==> config.mk <==
export PLATFORM = sky130hd
export DESIGN_NAME = imem_loader
export DESIGN_NICKNAME = d
export VERILOG_FILES = /design/src/rtl/imem_loader.sv
export SDC_FILE = /design/constraint.sdc
export NUM_CORES = 1
export LEC_CHECK = 0
export CELL_PAD_IN_SITES_DETAIL_PLACEMENT = 1
export CELL_PAD_IN_SITES_GLOBAL_PLACEMENT = 2
export CORE_ASPECT_RATIO = 1.75
export CORE_MARGIN = 5
export CORE_UTILIZATION = 28
export DETAILED_ROUTE_END_ITERATION = 8
export PLACE_DENSITY_LB_ADDON = 0.1
export REMOVE_ABC_BUFFERS = 1
export SKIP_LAST_GASP = 1
export SYNTH_ARGS = -nofsm -noshare
export SYNTH_HDL_FRONTEND = slang
export SYNTH_SLANG_ARGS = --single-unit
==> constraint.sdc <==
create_clock -name Clk -period 2.1 [get_ports Clk]
set_input_delay 0.21 -clock Clk [delete_from_list [all_inputs] [get_ports Clk]]
set_output_delay 0.21 -clock Clk [all_outputs]
set_load 0.005 [all_outputs]
ff_map.png
Bar = 20 um. Other sequential cells in the stronger gray, the rest of the logic in the fainter gray.
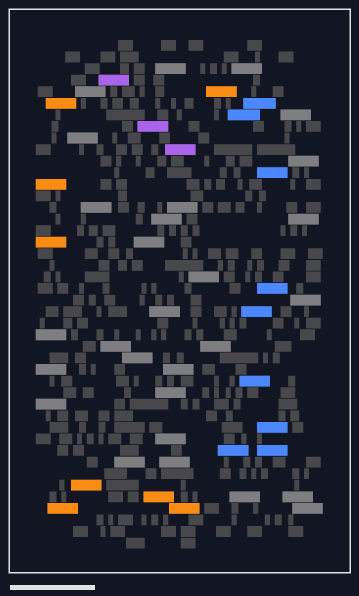
orange -> Mem_Data  # flops 8
purple -> state  # flops 3
blue -> count  # flops 9
not colored = 28
Util after Layout: 40.1%
register area: 963 um2

sizing.png
Bar = 20 um.
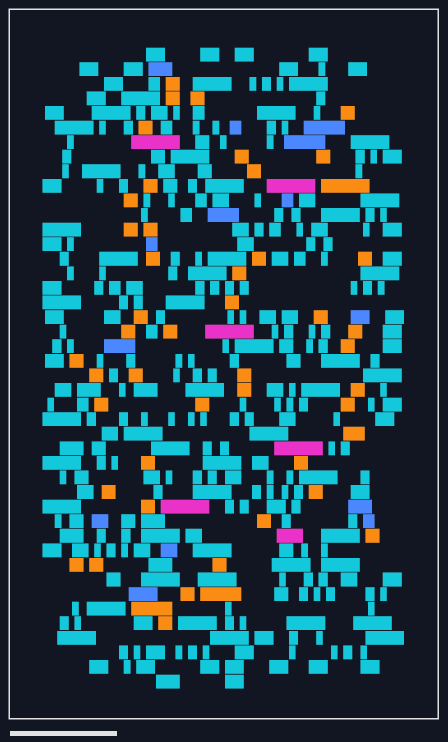
magenta -> x6 and larger  # cells 6
blue -> x2  # cells 14
cyan -> x1 and smaller  # cells 297
orange -> x3 and x4  # cells 48
non-clock buffer count: 82
Final Cell Area: 3330 um2
post-route worst setup slack: 0.0612 ns

layers.png
Bar = 20 um.
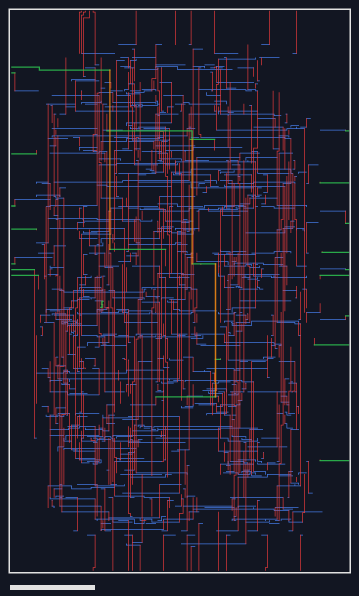
orange -> M4  # wire length 103 um
red -> M2  # wire length 4310 um
green -> M3  # wire length 149 um
blue -> M1  # wire length 2900 um
drt total wl: 7460 um
gr usage total: 15.1%

port_trees.png
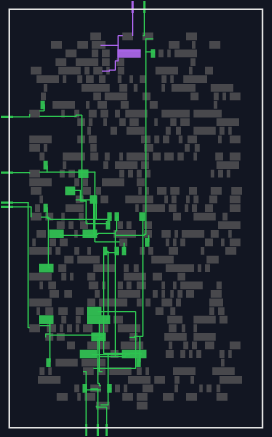
green -> In_Data  # bits 8, direction input, end cells 28, buffers 16, wire 726 um
purple -> In_Ready  # bits 1, direction output, end cells 1, buffers 1, wire 38.0 um
io pins: 40
port buffer count: 39

clock_nets.png
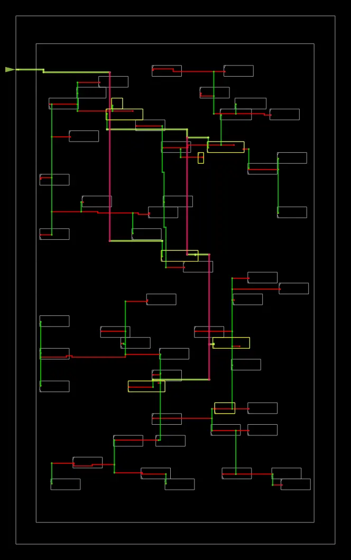
clk_lat worst skew: 0.29 ns
CTS sink count: 48
clock buffers: 7

==> results.cfg <==
; physical design summary
[power_and_ir_drop]
power_density_nw_per_um2 = 603
maxPowerGroup = registers
p_clk_w = 0.000835
switching_share_pct = 24.8

[route]
drtIter0Drc = 60
ant_nets = 0
viasPerCell = 4.75
vias = 2279

[setup_path]
cp_slowest_stage_delay_ns = 0.38
worst-r2r-setup-slack_ns = 0.06
cp_max_fo = 3
cp-start-kind = flop
critPathKind = flop to flop
crit_required_ns = 2.29
slowest_stage = or3_4
cp_num_cells = 8

[logic_synthesis]
synthCells = 301
synth_cell_types = 42
syn_avg_cell_area_um2 = 7.92
ys_seq_share_pct = 40.3
yosysTopAreaCell = dfxtp_1
xor_area_share_pct = 5.88
most_common_cell = nand2_1
edf_count = 0
syn_area_um2 = 2380
top_cells_by_count = nand2_1 (54), dfxtp_1 (48), a21oi_1 (38), o21ai_0 (23), nor2_1 (22)
synth_flops = 48

[clock_tree]
ctsResizeCount = 8
cts_hold_buf = 0
cts-buffers-inserted = 5

[finish]
clkCellAreaFrac_pct = 4.50
largest_register_ffs = 9
inverters = 8
syn_to_final_growth_pct = 39.8

[die]
initCoreUtil_pct = 28.7
fp.dieArea_um2 = 10500
taps = 115

[sta]
slew_violations = 0
fmax_mhz = 490
slew_headroom_pct = 30.1
period_used_pct = 97.1

[grt]
grt_first_pass_wirelength_um = 12200
overflow = 0
top_usage_layer = met2

[placed_design]
place.gp.congestion = 0.742
dp_cells = 472

[outcome]
status = complete, no violations

[min_path]
hold_depth = 3
